--- config.mk ---
export PLATFORM = sky130hd
export DESIGN_NAME = pipe_ctrl
export DESIGN_NICKNAME = d
export VERILOG_FILES = /design/src/rtl/pipe_ctrl.sv
export SDC_FILE = /design/constraint.sdc
export NUM_CORES = 1
export LEC_CHECK = 0
export ABC_AREA = 1
export CAP_MARGIN = 40
export CORE_MARGIN = 8
export CORE_UTILIZATION = 40
export DETAILED_ROUTE_END_ITERATION = 8
export PLACE_DENSITY_LB_ADDON = 0.15
export SLEW_MARGIN = 25
export SYNTH_ARGS = -nofsm -noshare
export SYNTH_HDL_FRONTEND = slang
export SYNTH_SLANG_ARGS = --single-unit
--- constraint.sdc ---
create_clock -name clk -period 1.7 [get_ports clk]
set_input_delay 0.17 -clock clk [delete_from_list [all_inputs] [get_ports clk]]
set_output_delay 0.17 -clock clk [all_outputs]
set_load 0.01 [all_outputs]
--- src/rtl/pipe_ctrl.sv ---
`default_nettype none
// ============================================================================
// Module   : pipe_ctrl
// Purpose  : Hazard/stall controller for a 5-stage RISC-V pipeline. Drives
//            the stage-register enables and flushes, sequences mul/div
//            occupancy of EX, and counts the cycles in which the PC is stalled.
// Revision : 1.0
// ============================================================================
module pipe_ctrl #(
    parameter int MD_CYCLES = 4,
    parameter int REGW      = 5,
    parameter int CNTW      = 32
) (
    input  logic            clk,
    input  logic            rst,
    input  logic [REGW-1:0] id_rs1,
    input  logic [REGW-1:0] id_rs2,
    input  logic            id_rs1_used,
    input  logic            id_rs2_used,
    input  logic [REGW-1:0] ex_rd,
    input  logic            ex_mem_read,
    input  logic            ex_br_taken,
    input  logic            ex_md_start,
    input  logic            if_ready,
    input  logic            mem_req_valid,
    input  logic            mem_ready,
    output logic            pc_en,
    output logic            if_id_en,
    output logic            id_ex_en,
    output logic            ex_mem_en,
    output logic            mem_wb_en,
    output logic            if_id_flush,
    output logic            id_ex_flush,
    output logic            ex_mem_flush,
    output logic            mem_wb_flush,
    output logic            md_busy,
    output logic [CNTW-1:0] stall_cnt
);

    localparam int              c_MDW     = 4;
    localparam logic            c_MD_MULTI = (MD_CYCLES > 1);
    localparam logic [c_MDW-1:0] c_MD_LOAD = c_MDW'((MD_CYCLES > 1) ? (MD_CYCLES - 2) : 0);

    typedef enum logic [0:0] {
        ST_RUN     = 1'b0,
        ST_MD_BUSY = 1'b1
    } state_t;

    state_t             r_state;
    state_t             w_state_nxt;
    logic [c_MDW-1:0]   r_md_cnt;
    logic [c_MDW-1:0]   w_md_cnt_nxt;
    logic [CNTW-1:0]    r_stall_cnt;

    logic w_memstall;
    logic w_loaduse;
    logic w_in_md;
    logic w_redirect;
    logic w_md_hold;
    logic w_md_done;

    assign w_memstall = mem_req_valid & ~mem_ready;
    assign w_loaduse  = ex_mem_read & (ex_rd != '0) &
                        ((id_rs1_used & (id_rs1 == ex_rd)) |
                         (id_rs2_used & (id_rs2 == ex_rd)));
    assign w_in_md    = (r_state == ST_MD_BUSY);
    // A branch outcome is only trustworthy when EX holds a normal instruction.
    assign w_redirect = ex_br_taken & ~w_in_md & ~ex_md_start;
    assign w_md_hold  = (~w_in_md & ex_md_start & c_MD_MULTI) |
                        (w_in_md & (r_md_cnt != '0));
    assign w_md_done  = w_in_md & (r_md_cnt == '0);

    always_comb begin
        pc_en        = 1'b1;
        if_id_en     = 1'b1;
        id_ex_en     = 1'b1;
        ex_mem_en    = 1'b1;
        mem_wb_en    = 1'b1;
        if_id_flush  = 1'b0;
        id_ex_flush  = 1'b0;
        ex_mem_flush = 1'b0;
        mem_wb_flush = 1'b0;
        if (rst) begin
            pc_en     = 1'b0;
            if_id_en  = 1'b0;
            id_ex_en  = 1'b0;
            ex_mem_en = 1'b0;
            mem_wb_en = 1'b0;
        end else if (w_memstall) begin
            pc_en        = 1'b0;
            if_id_en     = 1'b0;
            id_ex_en     = 1'b0;
            ex_mem_en    = 1'b0;
            mem_wb_flush = 1'b1;
        end else if (w_md_hold) begin
            pc_en        = 1'b0;
            if_id_en     = 1'b0;
            id_ex_en     = 1'b0;
            ex_mem_flush = 1'b1;
        end else if (w_md_done) begin
            pc_en = 1'b1;
        end else if (w_redirect) begin
            if_id_flush = 1'b1;
            id_ex_flush = 1'b1;
        end else if (w_loaduse) begin
            pc_en       = 1'b0;
            if_id_en    = 1'b0;
            id_ex_flush = 1'b1;
        end else if (!if_ready) begin
            pc_en       = 1'b0;
            if_id_flush = 1'b1;
        end
    end

    assign md_busy   = w_in_md & ~rst;
    assign stall_cnt = r_stall_cnt;

    // The mul/div unit keeps counting through memory stalls; only the exit waits.
    always_comb begin
        w_state_nxt  = r_state;
        w_md_cnt_nxt = r_md_cnt;
        case (r_state)
            ST_RUN: begin
                if (ex_md_start & c_MD_MULTI & ~w_memstall & ~w_redirect) begin
                    w_state_nxt  = ST_MD_BUSY;
                    w_md_cnt_nxt = c_MD_LOAD;
                end
            end
            ST_MD_BUSY: begin
                if (r_md_cnt != '0) begin
                    w_md_cnt_nxt = r_md_cnt - 1'b1;
                end else if (!w_memstall) begin
                    w_state_nxt = ST_RUN;
                end
            end
            default: w_state_nxt = ST_RUN;
        endcase
    end

    always_ff @(posedge clk) begin
        if (rst) begin
            r_state     <= ST_RUN;
            r_md_cnt    <= '0;
            r_stall_cnt <= '0;
        end else begin
            r_state  <= w_state_nxt;
            r_md_cnt <= w_md_cnt_nxt;
            if (!pc_en) begin
                r_stall_cnt <= r_stall_cnt + 1'b1;
            end
        end
    end

endmodule
`default_nettype wire

==> out/highlights.md, run 1 <==
* 127 — number of violations reported at the end of detailed-routing iteration 0
* -0.02 ns — flop2flop setup slack
* dfxtp_1 — Most used DFF post-synth
* 27.37% — post-synthesis sequential area ratio
* 5 — Worst Path Max Fanout
* -0.1567 ns — min setup slack post-route
* 132 x nand2_1, 50 x inv_1, 43 x nor2_1 — most common library cells after synthesis
* 0% — mux share of post-synthesis cell area
* 0 — CTS hold repair buffers
* 0 — remaining global-route overflow
* 66 — I/O Buffers
* 0 — Antenna Cells
* 436 — number of standard cells after synthesis
* 40.51% — floorplan core density
* if_id_flush — worst setup path endpoint
* 17 — number of endpoints failing setup at the final stage
* true — setup repair after global routing missed its margin
* clkbuf_8 — root buffer cell
* -0.8370 ns — Sum Neg Setup Slack
* 28 — number of OpenROAD warnings
* r_md_cnt[1]$_SDFFE_PP0P_ — r2r startpoint
* 30 — num rows
* 37 — clk sinks
* 0 — synth warn
* 3222 — via count
* 5 — TritonCTS buffer count
* 5.106 — via-per-instance ratio
* 2706 sq um — chip area estimate from yosys synthesis
* finished with violations — run status
* 0.08 ns — clock transition at the registers of the reported paths
* 15040 microns — first-pass GRT wire length
* 0.9106 — Final Wtd Congestion
* yes — TritonCTS clock tree
* 1784 sq um — Combinational Area
* 0.5386 GHz — top achievable clock speed
* 0 — max cap viols
* 0% — share of async-settable or async-resettable flops after synthesis
* input port to register — worst min-delay path class
* 75.07% — Rel. slew slack
* 0 — Final Hold Fails
* nand2_1 — leading cell type by number of instances after synthesis
* r_md_cnt[1]$_SDFFE_PP0P_ — Worst setup startpoint
* 1.53 ns — data required time at the worst endpoint
* 0.4235 ns — smallest hold slack
* 36 — pin count of the biggest net entering global routing
* 543.9 nW/um^2 — power per standard cell area
* 0.3711 ns — slew at the pin closest to its max-slew limit
* 1.857 ns — Period minus WS final
* 0 — number of enable-type register cells in the synthesized netlist
* 27.37% — Area leader share
* 0.001703 uW — LEAKAGE
* 2 — number of levels in the clock H-tree
* 0.5166 mV — VDD IR-drop max
* 436 — cells in synth_stat.txt
* 6.207 sq um — Mapped Avg Cell Area
* 1.69 ns — data arrival time of the critical path
* 67 — number of primary I/O pins
* register to output pin — critical path class
* 43.97% — post-synthesis simple-gate area fraction
* dfxtp_1 27%, nand2_1 18%, nand4_1 8.1% — top post-synthesis cells by area
* 649 — number of fill cells in the layout
* 37 — post-synthesis register bit count
* 14.31 microns — average wire per standard cell
* 0.29 ns — Worst-Skew Late Latency
* simple AND/OR/NAND/NOR gates — main logic family after synthesis
* dfxtp_1 — area leader, netlist
* 8.091% — XOR Share, Synth
* stall_cnt[26]$_SDFFE_PP0N_ — Critical R2R Capture
* 2 — Max Buffers Root-to-Sink
* 29 — number of different library cells in the post-synthesis netlist
* 577 — total number of nets in the final design
* output pin — type of element capturing the critical path
* 23.59% — share of cells above drive strength 1
* rst — launch instance of the worst min-delay path
* 2706 sq um — Mapped Area
* 0.9246% — area share of fa/ha/maj cells after synthesis
* 9654 sq um — total die size
* 463 — synthesized net count
* register — launching element type of the critical path
* negative setup slack — violations in the final reports
## run 1: state kept, by name, summed over array words and instances (netlist names)
register	count
stall_cnt	32
r_state	1
r_md_cnt	4
## run 1: report_power, final
group | total (uW) | switching (uW) | internal, uW
registers | 928 | 33.2 | 894
logic | 656 | 339 | 317
clock network | 665 | 336 | 329
## run 1: cell type report
type                            instances  share of cell area (%)
Multi-Input combinational cell        324                   43.16
Timing Repair Buffer                  123                   28.63
Sequential cell                        37                   18.10
Inverter                               59                   5.357
Tap cell                               80                   2.421
Clock buffer                            6                   1.998
Clock inverter                          2                  0.3329
## run 1: repair_timing
item                                    CTS  global route
pin swaps                                16            14
gates resized                            66            31
buffers inserted                         10             5
cloned                                    0             1
endpoints found under the setup margin   41            46
## run 1: per-stage QoR
stage | power, uW | instances | setup WS, ns | utilization, % | area [sq um]
floorplan | 1221 | 436 | 0.006954 | - | 2706
global placement | 1437 | 612 | -0.3636 | 55.60 | 3715
detailed placement | 1445 | 612 | -0.3853 | 55.60 | 3715
CTS | 2218 | 627 | -0.2271 | 59.48 | 3974
global route | 2366 | 631 | -0.2594 | 61.87 | 4134
finish | 2249 | 631 | -0.1567 | 61.87 | 4134
## run 1: worst max-delay path, stage by stage, from the launching register on
cell and delay, ns:
dfxtp_2 0.33, inv_2 0.07, ha_4 0.13, inv_2 0.04, nor3_4 0.15, inv_2 0.07, nand2_4 0.07, o21ai_4 0.08
nor2_8 0.15, nand2_4 0.07, a21oi_2 0.10, buf_2 0.14
## run 1: metal layers
layer | track usage [%] | routed length (microns) | up-vias
met3 | 3.983 | 419 | 12
met4 | 5.077 | 146 | 0
met2 | 32.67 | 4557 | 67
li1 | - | - | 1636
met1 | 22.09 | 3909 | 1507
met5 | 0 | 0 | -
**Run 1: cell placement**

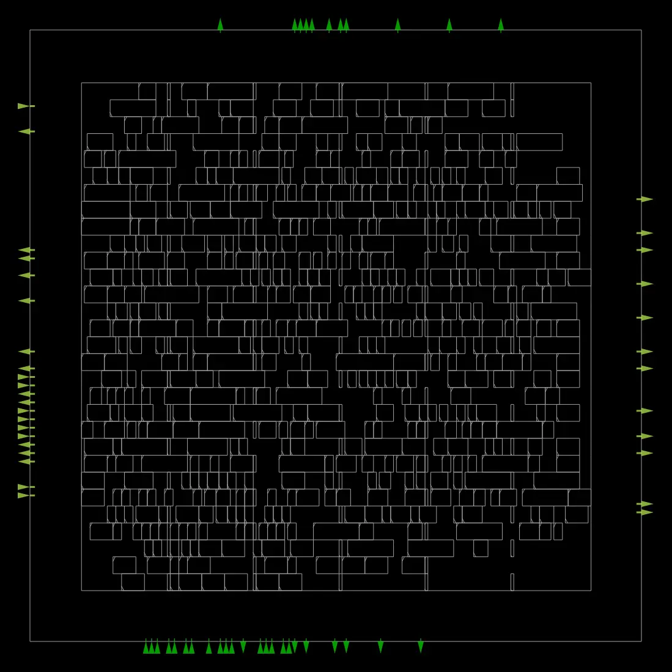
area of the core region: 6681 sq um
tap cell instance count: 80

**Run 1: metal layers overlaid**

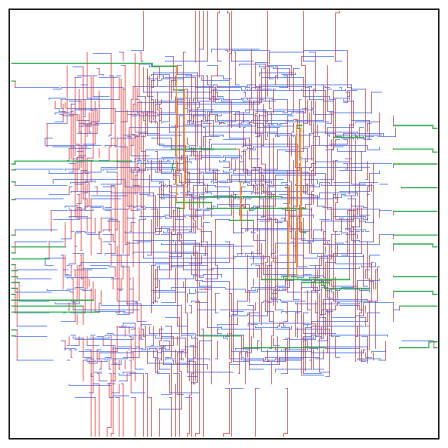
legend:
  green:
    layer: metal 3
    wire_length: 419 microns
  blue:
    layer: metal 1
    wire_length: 3910 microns
  red:
    layer: metal 2
    wire_length: 4560 microns
  orange:
    layer: metal 4
    wire_length: 146 microns

**Run 1: signal wires on met3**

The bar under the picture is 20 microns long.
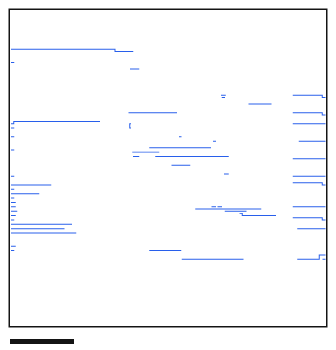
nets with wire on the layer: 45
main direction: horizontal
longest straight run: 32.2 microns

## Run 2: what changed since run 1
--- a/config.mk
+++ b/config.mk
@@ -10,6 +10,7 @@
 export CORE_MARGIN = 8
 export CORE_UTILIZATION = 40
 export DETAILED_ROUTE_END_ITERATION = 8
+export HOLD_SLACK_MARGIN = 0.12
 export PLACE_DENSITY_LB_ADDON = 0.15
 export SLEW_MARGIN = 25
 export SYNTH_ARGS = -nofsm -noshare
**Run 2: routed clock nets over the placement**

The bar under the picture is 20 microns long.
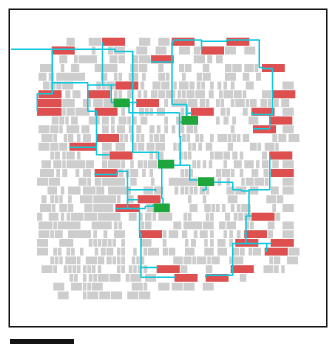
legend:
  cyan:
    item: clock wires
    length: 558 microns
  red:
    item: flip-flops
    count: 37
  green:
    item: clock drivers
    count: 5
routed clock nets: 6
flops lie: all over the die

==> run 2 against run 1 <==
The flow still finishes with violations (negative setup slack). Design area is the same. Via count stayed put. First-iteration DRC count is the same. Sequential cell count did not move. Synthesized area unchanged. Non-clock buffer count did not move. Global-route usage unchanged. Clock-buffer cell count is the same. Clock skew unchanged. Combinational power barely moved. Worst setup slack unchanged. Clock power hardly changed. Critical endpoint unchanged. Highest routed layer unchanged.
==> out/highlights.md, run 2 <==
* 4134 sq um — finished layout cell area, unchanged
* 6.207 sq um — Mapped Avg Cell Area, unchanged
* 37 — post-synthesis register bit count, unchanged
* 2706 sq um — Mapped Area, unchanged
* 0 — Final Hold Fails, unchanged
* dfxtp_1 — area leader, netlist, unchanged
* 40.51% — floorplan core density, unchanged
* 9032 microns — Post-Route WL, unchanged
* 0% — share of async-settable or async-resettable flops after synthesis, unchanged
* 649 — number of fill cells in the layout, unchanged
* 543.9 nW/um^2 — power per standard cell area, unchanged
* 6647 microns — half-perimeter wire length after detailed placement, unchanged
* 708.6 uW — switching power of the nets, unchanged
* clkbuf_8 — root buffer cell, unchanged
* 29.2% — Gate power share, about the same
* 0.29 ns — Worst-Skew Late Latency, about the same
* register — launching element type of the critical path, unchanged
* 30 — num rows, unchanged
* 1.857 ns — Period minus WS final, unchanged
* 75.07% — Rel. slew slack, unchanged
* 0 — CTS hold repair buffers, unchanged
* 0 — DRC viols, unchanged
* nand2_1 — leading cell type by number of instances after synthesis, unchanged
* 436 — number of standard cells after synthesis, unchanged
* finished with violations — run status, unchanged
* 2 — number of levels in the clock H-tree, unchanged
* sequential cells — group drawing the most power, unchanged
* rst — launch instance of the worst min-delay path, unchanged
* 109.2% — fin crit share, unchanged
* 656 uW — combinational power, about the same
* 0.006342 ns — Layout Skew, unchanged
* 22.09% — global routing usage on met1, unchanged
* 0.3711 ns — slew at the pin closest to its max-slew limit, unchanged
* 32.67% — met2 track demand over resource in global routing, unchanged
* 32 — max FFs per register, unchanged
* 0.5166 mV — VDD IR-drop max, unchanged
* 17 — number of endpoints failing setup at the final stage, unchanged
* 5 — Worst Path Max Fanout, unchanged
* 29.6% — Clock power frac, about the same
* 0% — mux share of post-synthesis cell area, unchanged
* 27.37% — post-synthesis sequential area ratio, unchanged
* dfxtp_1 — Most used DFF post-synth, unchanged
* r_md_cnt[1]$_SDFFE_PP0P_ — Worst setup startpoint, unchanged
* 3222 — via count, unchanged
* 665 uW — Clock Power, about the same
* met4 — highest metal layer used by the detailed router, unchanged
* 15040 microns — first-pass GRT wire length, unchanged
* 14.31 microns — average wire per standard cell, unchanged
* 0 — remaining global-route overflow, unchanged
* register to output pin — critical path class, unchanged
* 37 — clk sinks, unchanged
* true — setup repair after global routing missed its margin, unchanged
* 23.59% — share of cells above drive strength 1, unchanged
* 18.56% — GRT Overall Usage, unchanged
* 1540 uW — internal power, unchanged
* output pin — type of element capturing the critical path, unchanged
* 66 — I/O Buffers, unchanged
* met2 — layer with the highest usage, unchanged
* 127 x nand2_1, 56 x clkdlybuf4s50_1, 48 x buf_4, 44 x inv_1, 38 x nor2_1 — Top Layout Cells, unchanged
* 0 — number of enable-type register cells in the synthesized netlist, unchanged
* -0.8370 ns — Sum Neg Setup Slack, unchanged
* 1.53 ns — data required time at the worst endpoint, about the same
* 2706 sq um — chip area estimate from yosys synthesis, unchanged
* 5 — TritonCTS buffer count, unchanged
* 3715 sq um — Placed Area, unchanged
* 0 — max cap viols, unchanged
* 4557 microns — met2 wire length, unchanged
* 29 — number of different library cells in the post-synthesis netlist, unchanged
* 2 — Max Buffers Root-to-Sink, unchanged
* 67 — number of primary I/O pins, unchanged
* input port to register — worst min-delay path class, unchanged
* 0.001703 uW — LEAKAGE, unchanged
* 36 — pin count of the biggest net entering global routing, unchanged
* yes — TritonCTS clock tree, unchanged
* 0.9106 — Final Wtd Congestion, unchanged
* 27.37% — Area leader share, unchanged
* 436 — cells in synth_stat.txt, unchanged
* 3909 microns — wire length on met1, unchanged
* -0.1567 ns — min setup slack post-route, unchanged
* 0.08 ns — clock transition at the registers of the reported paths, about the same
* 928 uW — sequential logic power, about the same
* 28 — number of OpenROAD warnings, unchanged
* 1.69 ns — data arrival time of the critical path, about the same
* r_md_cnt[1]$_SDFFE_PP0P_ — r2r startpoint, unchanged
* 463 — synthesized net count, unchanged
* 3.983% — GR met3 Demand/Resource, unchanged
* 52.75% — signed area change from the synthesized netlist to the final layout, unchanged
* 2249 uW — Overall Power, unchanged
* simple AND/OR/NAND/NOR gates — main logic family after synthesis, unchanged
* 0.5386 GHz — top achievable clock speed, unchanged
* 43.97% — post-synthesis simple-gate area fraction, unchanged
* 419 microns — sum of met3 wire segment lengths after detailed routing, unchanged
* 577 — total number of nets in the final design, unchanged
* dfxtp_1 27%, nand2_1 18%, nand4_1 8.1% — top post-synthesis cells by area, unchanged
* 5.106 — via-per-instance ratio, unchanged
* 127 — number of violations reported at the end of detailed-routing iteration 0, unchanged
* 6681 sq um — area of the core region, unchanged
* 0 — Antenna Cells, unchanged
* 31.51% — switching part of the total power, unchanged
* 8.091% — XOR Share, Synth, unchanged
* 41.2% — sequential group share of total power, about the same
* negative setup slack — violations in the final reports, unchanged
* 0 — residual antenna-violating net count after detailed routing, unchanged
* 0.9246% — area share of fa/ha/maj cells after synthesis, unchanged
* 98.26 microns — x dimension of the die, unchanged
* 9654 sq um — total die size, unchanged
* 0 — synth warn, unchanged
* 98.26 microns — height of the die, unchanged
* 132 x nand2_1, 50 x inv_1, 43 x nor2_1 — most common library cells after synthesis, unchanged
## run 2: cell counts after synthesis
No cell type changed its count.
## run 2: logic make-up after synthesis
kind of cell	count (synthesis)
XOR/XNOR	25
buffers and inverters	75
AND/OR/NAND/NOR	256
flip-flops	37
adder cells (fa/ha/maj)	2
AND-OR/OR-AND	41
## run 2: critical path, cell delays in order, from the launching register on
cell     delay [ns]
dfxtp_2        0.33
inv_2          0.07
ha_4           0.13
inv_2          0.04
nor3_4         0.15
inv_2          0.07
nand2_4        0.07
o21ai_4        0.08
nor2_8         0.15
nand2_4        0.07
a21oi_2        0.10
buf_2          0.14
## run 2: through the flow
stage                     setup WS, ns  cells  hold WS, ns  utilization, %
after CTS                      -0.2271    627       0.5113           59.48
after detailed placement       -0.3853    612       0.5012           55.60
after floorplan               0.006954    436       0.4098               -
after global routing           -0.2594    631       0.4216           61.87
final                          -0.1567    631       0.4235           61.87
after global placement         -0.3636    612       0.4855           55.60
## run 2: final timing paths
kind	end	slack, ns	cells past startpoint
hold / removal	stall_cnt[6]$_SDFFE_PP0N_	0.42	3
hold reg to reg	stall_cnt[31]$_SDFFE_PP0N_	0.51	2
setup reg to reg	stall_cnt[26]$_SDFFE_PP0N_	-0.02	13
setup / recovery	if_id_flush	-0.16	11
## run 2: cell type report
class	count	area (sq um)	area share, %
timing repair buffer	123	1184	28.63
clock inverter	2	13.76	0.3329
inverter	59	221.5	5.357
sequential	37	748.2	18.10
multi-input combinational	324	1784	43.16
tap	80	100.1	2.421
clock buffer	6	82.58	1.998
## run 2: what timing repair did
item / in CTS / in global routing
setup buffers: 10 / 5
endpoints found under the setup margin: 41 / 46
pin swaps: 16 / 14
resized: 66 / 31
gates cloned: 0 / 1
Power figures rest on the tool's default switching activity, not on a simulated workload.
